run_1/clock_nets.png
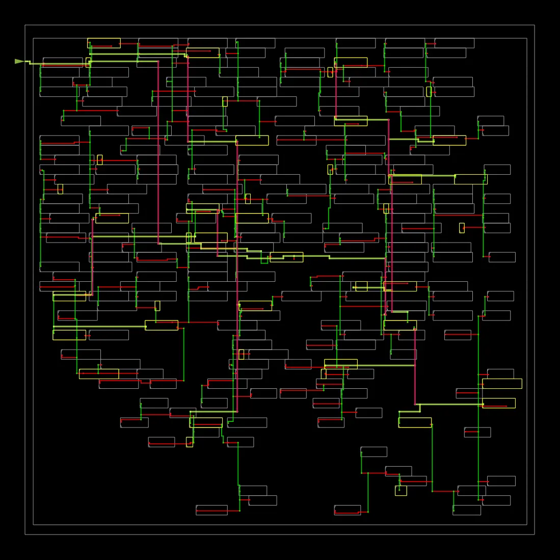
run_1/m1.png
Supply wires on this layer in grey. Cells faint in the background.
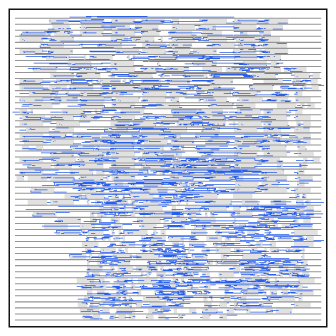
run_1/clock_wires.png
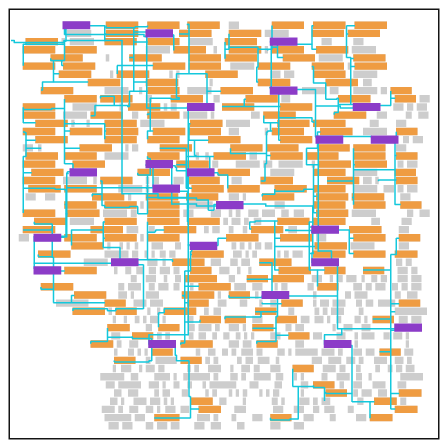
===== config.mk =====
export PLATFORM = sky130hd
export DESIGN_NAME = dac_stream_driver_flat
export DESIGN_NICKNAME = d
export VERILOG_FILES = /design/src/rtl/dac_stream_driver_if.sv /design/src/rtl/dac_stream_driver.sv /design/src/flat_wrapper.sv
export SDC_FILE = /design/constraint.sdc
export NUM_CORES = 1
export LEC_CHECK = 0
export CELL_PAD_IN_SITES_DETAIL_PLACEMENT = 1
export CELL_PAD_IN_SITES_GLOBAL_PLACEMENT = 1
export CORE_MARGIN = 2
export CORE_UTILIZATION = 46
export DETAILED_ROUTE_END_ITERATION = 16
export GPL_TIMING_DRIVEN = 0
export PLACE_DENSITY = 0.73
export SLEW_MARGIN = 20
export SYNTH_ARGS = -nofsm -noshare
export SYNTH_HDL_FRONTEND = slang
export SYNTH_SLANG_ARGS = --single-unit

===== constraint.sdc =====
create_clock -name sys_clk -period 2.84 [get_ports sys_clk]
set_input_delay 0.568 -clock sys_clk [delete_from_list [all_inputs] [get_ports sys_clk]]
set_output_delay 0.568 -clock sys_clk [all_outputs]
set_load 0.02 [all_outputs]

===== src/rtl/dac_stream_driver_if.sv =====
// Sample stream into the DAC driver: offset-binary data with valid/ready handshake.
// Ready is purely a function of FIFO fullness, so it never depends on valid.
interface dac_stream_driver_if #(
    parameter int DATA_W = 10
);
    logic [DATA_W-1:0] s_data;
    logic              s_valid;
    logic              s_ready;

    modport master (output s_data, output s_valid, input s_ready);
    modport slave  (input s_data, input s_valid, output s_ready);
endinterface


===== src/rtl/dac_stream_driver.sv =====
// Buffers stream samples and plays them to a parallel DAC at (D+1)-clock periods, D=max(rate_div,1).
// Latency: first sample on da_data two cycles after enable with a primed FIFO; s_ready drops only when full.
module dac_stream_driver #(
    parameter int  DATA_W      = 10,
    parameter int  FIFO_DEPTH  = 16,
    parameter int  PRIME_LEVEL = 8,
    parameter int  DIV_W       = 8,
    localparam int LVL_W       = $clog2(FIFO_DEPTH) + 1
) (
    input  logic               sys_clk,
    input  logic               sys_rst,
    dac_stream_driver_if.slave s_if,
    input  logic               enable,
    input  logic               flush,
    input  logic [DIV_W-1:0]   rate_div,
    input  logic               clr_underflow,
    output logic [DATA_W-1:0]  da_data,
    output logic               da_clk,
    output logic               underflow,
    output logic [LVL_W-1:0]   fifo_level,
    output logic               playing
);
    localparam int                AW        = $clog2(FIFO_DEPTH);
    localparam logic [DATA_W-1:0] MIDSCALE  = {1'b1, {(DATA_W-1){1'b0}}};
    localparam logic [LVL_W-1:0]  FULL_LVL  = LVL_W'(FIFO_DEPTH);
    localparam logic [LVL_W-1:0]  PRIME_LVL = LVL_W'(PRIME_LEVEL);

    typedef enum logic [1:0] {ST_IDLE, ST_PRIME, ST_RUN} state_t;

    state_t            r_state, w_state_nxt;
    logic [DATA_W-1:0] r_mem [FIFO_DEPTH];
    logic [AW-1:0]     r_wr_ptr, r_rd_ptr;
    logic [LVL_W-1:0]  r_level;
    logic [DIV_W-1:0]  r_cnt, w_cnt_nxt;
    logic [DIV_W-1:0]  r_d, w_d_nxt, w_rate_d;
    logic [DIV_W:0]    w_half, w_cnt_inc;
    logic [DATA_W-1:0] r_da_data, w_da_data_nxt, w_head;
    logic              r_da_clk, w_da_clk_nxt;
    logic              r_underflow, w_uf_set;
    logic              w_full, w_push, w_pop;

    assign w_full       = (r_level == FULL_LVL);
    assign s_if.s_ready = ~w_full;
    assign w_push       = s_if.s_valid & ~w_full & ~flush;
    assign w_head       = r_mem[r_rd_ptr];
    assign w_rate_d     = (rate_div == '0) ? DIV_W'(1) : rate_div;
    assign w_half       = ({1'b0, r_d} + (DIV_W+1)'(1)) >> 1;
    assign w_cnt_inc    = {1'b0, r_cnt} + (DIV_W+1)'(1);

    always_ff @(posedge sys_clk) begin
        if (w_push) begin
            r_mem[r_wr_ptr] <= s_if.s_data;
        end
    end

    always_ff @(posedge sys_clk) begin
        if (sys_rst || flush) begin
            r_wr_ptr <= '0;
            r_rd_ptr <= '0;
            r_level  <= '0;
        end else begin
            if (w_push) begin
                r_wr_ptr <= r_wr_ptr + AW'(1);
            end
            if (w_pop) begin
                r_rd_ptr <= r_rd_ptr + AW'(1);
            end
            if (w_push && !w_pop) begin
                r_level <= r_level + LVL_W'(1);
            end else if (w_pop && !w_push) begin
                r_level <= r_level - LVL_W'(1);
            end
        end
    end

    always_ff @(posedge sys_clk) begin
        if (sys_rst) begin
            r_state     <= ST_IDLE;
            r_cnt       <= '0;
            r_d         <= DIV_W'(1);
            r_da_data   <= MIDSCALE;
            r_da_clk    <= 1'b0;
            r_underflow <= 1'b0;
        end else begin
            r_state     <= w_state_nxt;
            r_cnt       <= w_cnt_nxt;
            r_d         <= w_d_nxt;
            r_da_data   <= w_da_data_nxt;
            r_da_clk    <= w_da_clk_nxt;
            r_underflow <= w_uf_set | (r_underflow & ~clr_underflow);
        end
    end

    // da_clk is computed for the cnt value being loaded, so it stays aligned with r_cnt.
    always_comb begin
        w_state_nxt   = r_state;
        w_cnt_nxt     = '0;
        w_d_nxt       = r_d;
        w_da_data_nxt = r_da_data;
        w_da_clk_nxt  = 1'b0;
        w_pop         = 1'b0;
        w_uf_set      = 1'b0;
        case (r_state)
            ST_IDLE: begin
                w_da_data_nxt = MIDSCALE;
                if (enable) begin
                    w_state_nxt = ST_PRIME;
                end
            end
            ST_PRIME: begin
                if (!enable) begin
                    w_state_nxt   = ST_IDLE;
                    w_da_data_nxt = MIDSCALE;
                end else if (!flush && r_level >= PRIME_LVL) begin
                    w_pop         = 1'b1;
                    w_state_nxt   = ST_RUN;
                    w_da_data_nxt = w_head;
                    w_d_nxt       = w_rate_d;
                end
            end
            ST_RUN: begin
                if (!enable) begin
                    w_state_nxt   = ST_IDLE;
                    w_da_data_nxt = MIDSCALE;
                end else if (flush) begin
                    w_state_nxt = ST_PRIME;
                end else if (r_cnt == r_d) begin
                    if (r_level != '0) begin
                        w_pop         = 1'b1;
                        w_da_data_nxt = w_head;
                        w_d_nxt       = w_rate_d;
                    end else begin
                        w_uf_set    = 1'b1;
                        w_state_nxt = ST_PRIME;
                    end
                end else begin
                    w_cnt_nxt    = w_cnt_inc[DIV_W-1:0];
                    w_da_clk_nxt = (w_cnt_inc >= w_half);
                end
            end
            default: begin
                w_state_nxt = ST_IDLE;
            end
        endcase
    end

    assign da_data    = r_da_data;
    assign da_clk     = r_da_clk;
    assign underflow  = r_underflow;
    assign fifo_level = r_level;
    assign playing    = (r_state == ST_RUN);
endmodule


===== src/flat_wrapper.sv =====
// flat-port wrapper written by rule: the top's interface ports become plain ports
module dac_stream_driver_flat 
#(
    parameter int  DATA_W      = 10,
    parameter int  FIFO_DEPTH  = 16,
    parameter int  PRIME_LEVEL = 8,
    parameter int  DIV_W       = 8,
    localparam int LVL_W       = $clog2(FIFO_DEPTH) + 1
)
  (sys_clk, sys_rst, enable, flush, rate_div, clr_underflow, da_data, da_clk, underflow, fifo_level, playing, s_if_s_data, s_if_s_valid, s_if_s_ready);
  dac_stream_driver_if #(.DATA_W(DATA_W)) s_if_i ();
  input  logic sys_clk;
  input  logic sys_rst;
  input  logic enable;
  input  logic flush;
  input  logic [DIV_W-1:0] rate_div;
  input  logic clr_underflow;
  output logic [DATA_W-1:0] da_data;
  output logic da_clk;
  output logic underflow;
  output logic [LVL_W-1:0] fifo_level;
  output logic playing;
  input wire logic [$bits(s_if_i.s_data)-1:0] s_if_s_data;
  input wire logic [$bits(s_if_i.s_valid)-1:0] s_if_s_valid;
  output wire logic [$bits(s_if_i.s_ready)-1:0] s_if_s_ready;
  assign s_if_i.s_data = s_if_s_data;
  assign s_if_i.s_valid = s_if_s_valid;
  assign s_if_s_ready = s_if_i.s_ready;
  dac_stream_driver #(.DATA_W(DATA_W), .FIFO_DEPTH(FIFO_DEPTH), .PRIME_LEVEL(PRIME_LEVEL), .DIV_W(DIV_W)) u_core (.sys_clk(sys_clk), .sys_rst(sys_rst), .s_if(s_if_i), .enable(enable), .flush(flush), .rate_div(rate_div), .clr_underflow(clr_underflow), .da_data(da_data), .da_clk(da_clk), .underflow(underflow), .fifo_level(fifo_level), .playing(playing));
endmodule

==> out/writeup.txt, run 1 <==
The run finished, with violations left. The final reports fail on setup timing. Summing over the stages, the warning tally comes to 33. Library cell occupying the most area in the post-synthesis netlist: sky130_fd_sc_hd__edfxtp_1. In the post-synthesis netlist, the biggest area contributors are sky130_fd_sc_hd__edfxtp_1 (55%), sky130_fd_sc_hd__dfxtp_1 (11%), sky130_fd_sc_hd__mux4_2 (8.7%), sky130_fd_sc_hd__mux2i_1 (3.7%), sky130_fd_sc_hd__ha_1 (3.3%). The run gives 318 as the multi-input gate count.

Setup repair after global routing could not meet its margin everywhere. Per the post-synthesis report, the nets total 625. The tools report the origin of the worst min-delay path as u_core.da_data[7]$_SDFFE_PP0P_.

With the filler-free cell count of the finished design at 906, the worst-case setup margin in the final layout is -9.57 ps. Total power for the finished layout comes to 6510 uW. Yosys mapped a number of flops with a built-in enable equal to 160. The time the final worst path needs with I/O delays and setup is 2850 ps, and the final-layout clock buffer total is 33. TritonCTS built the clock tree. The effective utilization at floorplan was 47.0%.

The timing report lists the critical path depth as 12 cells. Endpoint of the most critical setup path: u_core.fifo_level[4]$_SDFFE_PP0P_. The run gives 1,759 as the number of fillers in the final layout. The multi-input logic area is 2980 um^2, and the final number of setup-violating endpoints is 1. Largest register by flop count: u_core.r_mem.

Max-slew violation count: 0. In the layout the commonest cells are sky130_fd_sc_hd__edfxtp_1 (160), sky130_fd_sc_hd__clkdlybuf4s50_1 (40), sky130_fd_sc_hd__dfxtp_1 (37). Per the timing report, the most critical flop-to-flop path originates at u_core.fifo_level[3]$_SDFFE_PP0P_. Counting cells, the worst reg-to-reg path comes to 12.

Traced cell by cell, the critical path runs through nor4_4 > a21oi_2 > and4b_2 > nor2_2 > ha_2 > inv_4 > fa_2 > a21o_1 > a21oi_2 > xnor2_1 > or3_1 > a21oi_1. Dividing the synthesized area by the synthesized cell count gives 15.3 um^2. Per the placement report, the placed cell count is 855.

Number of global-route vias before repair: 5,557.
Back to the opening pictures, clock_nets.png:
setup skew after layout: 19.4 ps
number of clock sinks: 207
sequential cell count of the final layout: 207

Back to the opening pictures, m1.png:
share of all routed wire: 43%
wire length on this layer: 8,770 um
longest straight run: 61.6 um
main direction: horizontal
met1 Use GR: 27.6%
via count of the routed design: 5,175
total wire length after detailed routing: 20,400 um

Back to the opening pictures, clock_wires.png:
[cyan] clock wires | length: 2,450 um
[purple] clock-net drivers | count: 23
[orange] flip-flops | count: 207
routed clock nets: 24
Power Clock: 2820 uW
clock share of power: 43.3%
Clock Latency Late Sink: 510 ps

-- run 1: per-layer routing --
metal	part of all wire, %	wire [um]	track usage, %
met1	43	8770	27.6
met3	4.6	943	2.93
met4	2.7	546	6.36
met5	0	0	0
met2	50	10100	35.6
-- run 1: power groups by stage --
stage / Combinational, uW / Clock (uW) / Sequential, uW
floorplan: 186 / 0 / 3380
global placement: 329 / 0 / 3370
detailed placement: 348 / 0 / 3370
CTS: 373 / 2870 / 3310
global route: 410 / 2980 / 3310
finish: 379 / 2820 / 3310
-- run 1: cell families after synthesis --
group | after synthesis | share of synthesized area, %
simple gates | 137 | 8.91
flops | 207 | 65.2
buf+inv | 52 | 2.30
fa+ha+maj | 24 | 3.49
xor+xnor | 27 | 2.68
compound gates | 62 | 4.87
mux | 68 | 12.6
--- run 2 (diff from run 1) ---
--- a/config.mk
+++ b/config.mk
@@ -8,10 +8,10 @@
 export CELL_PAD_IN_SITES_DETAIL_PLACEMENT = 1
 export CELL_PAD_IN_SITES_GLOBAL_PLACEMENT = 1
 export CORE_MARGIN = 2
-export CORE_UTILIZATION = 46
+export CORE_UTILIZATION = 40
 export DETAILED_ROUTE_END_ITERATION = 16
 export GPL_TIMING_DRIVEN = 0
-export PLACE_DENSITY = 0.73
+export PLACE_DENSITY = 0.64
 export SLEW_MARGIN = 20
 export SYNTH_ARGS = -nofsm -noshare
 export SYNTH_HDL_FRONTEND = slang
run_2/sizing.png
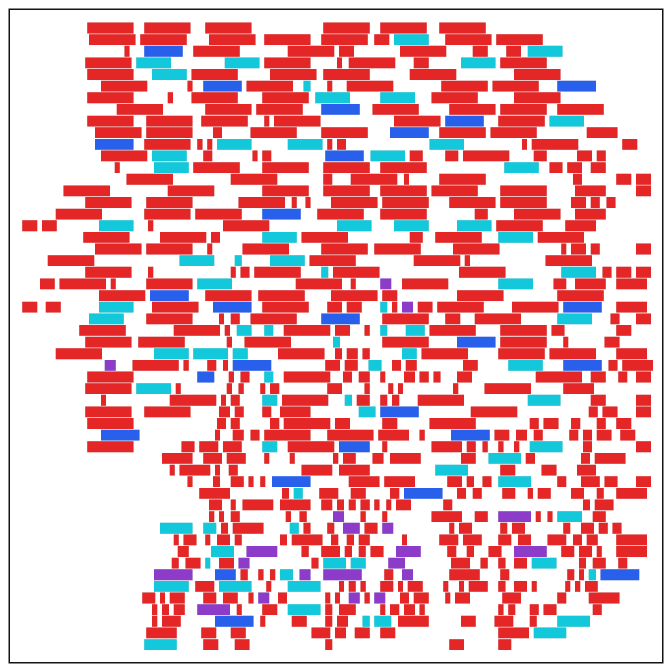
| colour | size | cells | share |
|---|---|---|---|
| blue | x6 and larger | 26 | 3.9% |
| red | x1 and smaller | 547 | 82% |
| cyan | x2 | 77 | 11% |
| purple | x3 and x4 | 20 | 3.0% |
number of non-clock buffers: 71
Synth-to-Final Area Change: 18.7%

run_2/class_map.png
The bar under the picture is 50 um long.
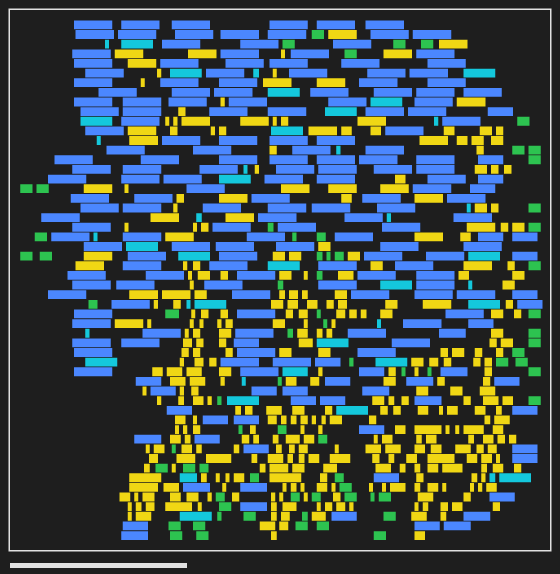
| colour | class | cells | share of their area |
|---|---|---|---|
| cyan | clock drivers and dummy loads | 41 | 6.7% |
| green | remaining buffers and delay cells | 71 | 5.7% |
| blue | registers | 207 | 57% |
| yellow | remaining logic cells | 351 | 31% |
number of cell rows: 54
design area: 10,500 um^2
fraction of the core area covered by cells at the end of the flow: 48.1%

==> run 2 against run 1 <==
  * The flow now finishes without violations
  * Synthesized cell count is the same
  * Clock power fell by 5%
  * Sequential power is essentially flat
  * Synthesized area unchanged
  * Cell area barely moved
  * Wire length fell by 1.1%
  * Critical path depth unchanged
  * Combinational power about the same
  * Die size grew 15%
  * Largest cell class unchanged
==> out/writeup.txt, run 2 <==
For the filler-free cell count of the finished design, the log shows 950 (+4.9%). The worst-case setup margin in the final layout came out at 98.7 ps (+108 ps). More flip-flops sit in one register than any other, and that register is u_core.r_mem. Main kind of combinational logic by area: multiplexers. The run gives 2980 um^2 (unchanged) for the multi-input logic area.

The complex-gate fraction of the synthesized area is 4.87% (unchanged), and the share of power burned in the clock network is 42.1% (-1.2 points). The number of clock sinks seen by CTS is 207 (unchanged), and the effective utilization at floorplan is 40.5% (-6.5 points). The highest metal layer carrying signal wires in the routed design is met4.

The tools report the total via count after detailed routing as 5,053 (-2.4%). For the met3 wirelength from detailed routing, the log shows 1110 um (+18%). The run gives 3.49% (unchanged) for the area fraction in full adders, half adders and majority gates. For the power dissipated in combinational cells, the log shows 379 uW (about the same). The portion of netlist area occupied by mux cells is 12.6% (unchanged). The run finished with clean final reports. The group with the largest share of power was sequential cells. The run gives 5,513 (-0.79%) as the number of global-route vias before repair. The met2 routing resource usage after global routing came out at 29.0% (-6.6 points). The most heavily used metal layer in global routing is met2. The tools report the multi-input gate count as 318 (unchanged). The post-route clock skew is 18.6 ps (-0.804 ps). The main area contributors are sky130_fd_sc_hd__edfxtp_1 (55%), sky130_fd_sc_hd__dfxtp_1 (11%), sky130_fd_sc_hd__mux4_2 (8.7%), sky130_fd_sc_hd__mux2i_1 (3.7%), sky130_fd_sc_hd__ha_1 (3.3%). The class occupying the most area after layout is reported as sequential cells.

The logs give 207 (unchanged) for the number of sequential cells and 31 (-6.1%) for the final-layout clock buffer total. The routed wire length on met2 was 9760 um (-3.6%). The fraction of met3 tracks used by global routing is 2.28% (-0.65 points). The run gives 2.68% (unchanged) for the share of the synthesized netlist area taken by xor and xnor gates. The tools report the met1 track utilization from global routing as 24.4% (-3.3 points). The run gives 20,200 um (-1.1%) as the total wirelength of the detailed-routed design.

The post-synthesis net count was 625 (unchanged). The synthesized area divided by synthesized cell count came out at 15.3 um^2 (unchanged). In this run the critical path is formed by nor4_4 > a21oi_2 > and4b_2 > nor2_2 > ha_2 > inv_2 > fa_2 > a21o_1 > a21oi_2 > xnor2_1 > or3_1 > a21oi_1. The logs give 0 (unchanged) for the max-slew violation count and 2680 uW (-5%) for the power of the clock network.

Total tool warning count: 32 (-3.0%). The wire length on met1 is 8800 um (+0.44%). In the layout the commonest cells are sky130_fd_sc_hd__edfxtp_1 (160), sky130_fd_sc_hd__clkdlybuf4s50_1 (40), sky130_fd_sc_hd__dfxtp_1 (35).

The run gives 6370 uW (-2.1%) as the sum of internal, switching and leakage power. The simple-gate portion of the synthesized area came out at 8.91% (unchanged).
-- run 2: cell counts after synthesis --
No cell type changed its count.
-- run 2: worst paths after layout --
| path | from | cells past startpoint | to | slack [ps] |
|---|---|---|---|---|
| worst max-delay path | u_core.fifo_level[3]$_SDFFE_PP0P_ | 12 | u_core.fifo_level[4]$_SDFFE_PP0P_ | 100 |
| worst min-delay path | u_core.da_data[1]$_SDFFE_PP0P_ | 2 | u_core.da_data[1]$_SDFFE_PP0P_ | 470 |
| worst max register to register | u_core.fifo_level[3]$_SDFFE_PP0P_ | 12 | u_core.fifo_level[4]$_SDFFE_PP0P_ | 100 |
| worst min register to register | u_core.da_data[1]$_SDFFE_PP0P_ | 2 | u_core.da_data[1]$_SDFFE_PP0P_ | 470 |
--- run 3 (diff from run 2) ---
--- a/config.mk
+++ b/config.mk
@@ -7,7 +7,6 @@
 export LEC_CHECK = 0
 export CELL_PAD_IN_SITES_DETAIL_PLACEMENT = 1
 export CELL_PAD_IN_SITES_GLOBAL_PLACEMENT = 1
-export CORE_MARGIN = 2
 export CORE_UTILIZATION = 40
 export DETAILED_ROUTE_END_ITERATION = 16
 export GPL_TIMING_DRIVEN = 0
run_3/clock_nets.png
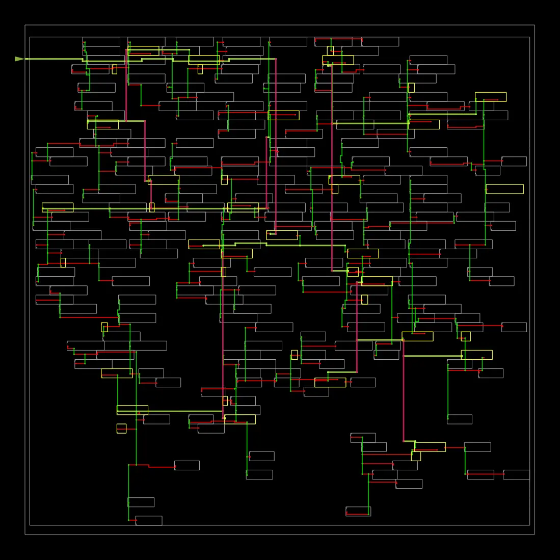
Power Clock: 2740 uW
number of clock-tree buffers in the layout: 24

run_3/clock_wires.png
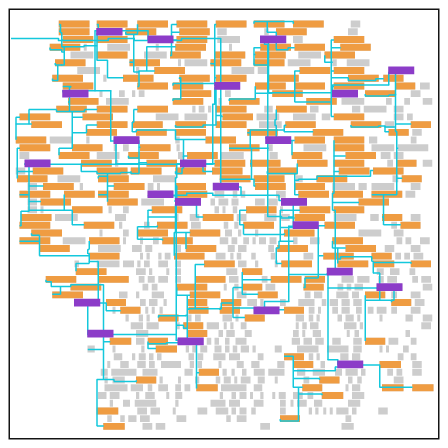
[cyan] clock wires | length: 2,550 um
[purple] clock-net drivers | count: 23
[orange] flip-flops | count: 207
flops lie: widely spread
setup skew after layout: 6.69 ps
Clock Latency Late Sink: 500 ps

==> run 3 against run 2 <==
  * Register-to-register slack got worse by 20 ps
  * Fmax down 0.63%
  * Sequential cell count did not move
  * Critical path depth unchanged
  * Wire length shrank 1.4%
  * Sequential power barely moved
  * Worst hold slack improved by 4.4 ps
  * Critical endpoint unchanged
  * Largest power group unchanged
==> out/writeup.txt, run 3 <==
The flow ran to the end, and the final reports show no timing, DRC or antenna violations. Depth of the worst register-to-register path: 12 (unchanged). In the post-synthesis netlist, the biggest area contributors are sky130_fd_sc_hd__edfxtp_1 (55%), sky130_fd_sc_hd__dfxtp_1 (11%), sky130_fd_sc_hd__mux4_2 (8.7%), sky130_fd_sc_hd__mux2i_1 (3.7%), sky130_fd_sc_hd__ha_1 (3.3%). The pin slew with the least headroom to its limit was 1020 ps. The number of stages on the worst setup path works out to 12 (unchanged). Leaving out fill and tap cells, the most frequent cells in the layout are sky130_fd_sc_hd__edfxtp_1 (160), sky130_fd_sc_hd__clkdlybuf4s50_1 (40), sky130_fd_sc_hd__dfxtp_1 (37). With the final cell area excluding filler cells at 10,500 um^2 (about the same), the total wirelength of the detailed-routed design is 19,900 um (-1.4%). In the hold report, the worst path ends at u_core.r_cnt[0]$_SDFF_PP0_.

The origin of the worst min-delay path was u_core.r_cnt[0]$_SDFF_PP0_. The run gives 4.87% (unchanged) for the complex-gate fraction of the synthesized area. For reference, the top logic cell family by area is multiplexers.

Per the timing report, the most critical flop-to-flop path originates at u_core.fifo_level[3]$_SDFFE_PP0P_. In this run the critical path is formed by nor4_4 > a21oi_2 > and4b_2 > nor2_2 > ha_2 > inv_2 > fa_2 > a21o_1 > a21oi_2 > xnor2_1 > or3_1 > a21oi_1. The tools report the total via count after detailed routing as 5,066 (+0.26%).

The portion of netlist area occupied by mux cells is 12.6% (unchanged). The sum of internal, switching and leakage power was 6420 uW (+0.77%); the final standard cell utilization of the core was 49.2% (+1.1 points). The number of cells traversed by the worst hold path came out at 1 (-1). With the area fraction in full adders, half adders and majority gates at 3.49% (unchanged), the placement row count is 53 (-1.9%). The tools report the met2 routing resource usage after global routing as 30.7% (+1.7 points). Per STA, the startpoint of the critical path is u_core.fifo_level[3]$_SDFFE_PP0P_. The logs give 81.3 ps (-17.5 ps) for the worst-case setup margin in the final layout and 0 (unchanged) for the max-slew violation count. Effective utilization at floorplan: 41.4% (+0.89 points). The layer flagged by global routing as most heavily used is met2. Number of global-route vias before repair: 5,422 (-1.7%). According to the timing report, the critical path is captured at u_core.fifo_level[4]$_SDFFE_PP0P_.

The run gives 625 (unchanged) for the post-synthesis net count. The share of the synthesized netlist area taken by xor and xnor gates was 2.68% (unchanged). With the met1 track utilization from global routing at 25.1% (+0.68 points), the filler-free cell count of the finished design is 944 (-0.63%).

Signed area change from the synthesized netlist to the final layout: 18.7% (about the same). For the slack of the worst reg-to-reg path, the log shows 80 ps (-20 ps). Largest register by flop count: u_core.r_mem.

Fraction of met3 tracks used by global routing: 2.61% (+0.33 points). The run gives 33 (+3.1%) for the total tool warning count. The synthesized area divided by synthesized cell count was 15.3 um^2 (unchanged).
==> run 3: cell counts after synthesis <==
Identical to the previous run, type by type.
==> run 3: final cells by class <==
type | instances | area (um^2) | area share [%]
Inverter | 33 | 124 | 1.18
Clock inverter | 17 | 115 | 1.10
Buffer | 19 | 78.8 | 0.753
Tap cell | 275 | 344 | 3.29
Clock buffer | 24 | 579 | 5.54
Sequential cell | 207 | 5760 | 55.0
Multi-Input combinational cell | 318 | 2970 | 28.4
Timing Repair Buffer | 51 | 490 | 4.69
==> run 3: metal layers <==
layer  share of wire [%]  up-vias
met5                   0        -
met4                 1.5        0
met3                 4.5       26
met2                  49      100
met1                  45     2598
li1                    -     2342
==> run 3: report_power, final <==
part,internal [uW],switching (uW),leakage (uW)
registers,3290,21.3,0.00183
clock network,1570,1170,0.000339
logic,162,210,0.00134
Power figures rest on the tool's default switching activity, not on a simulated workload.
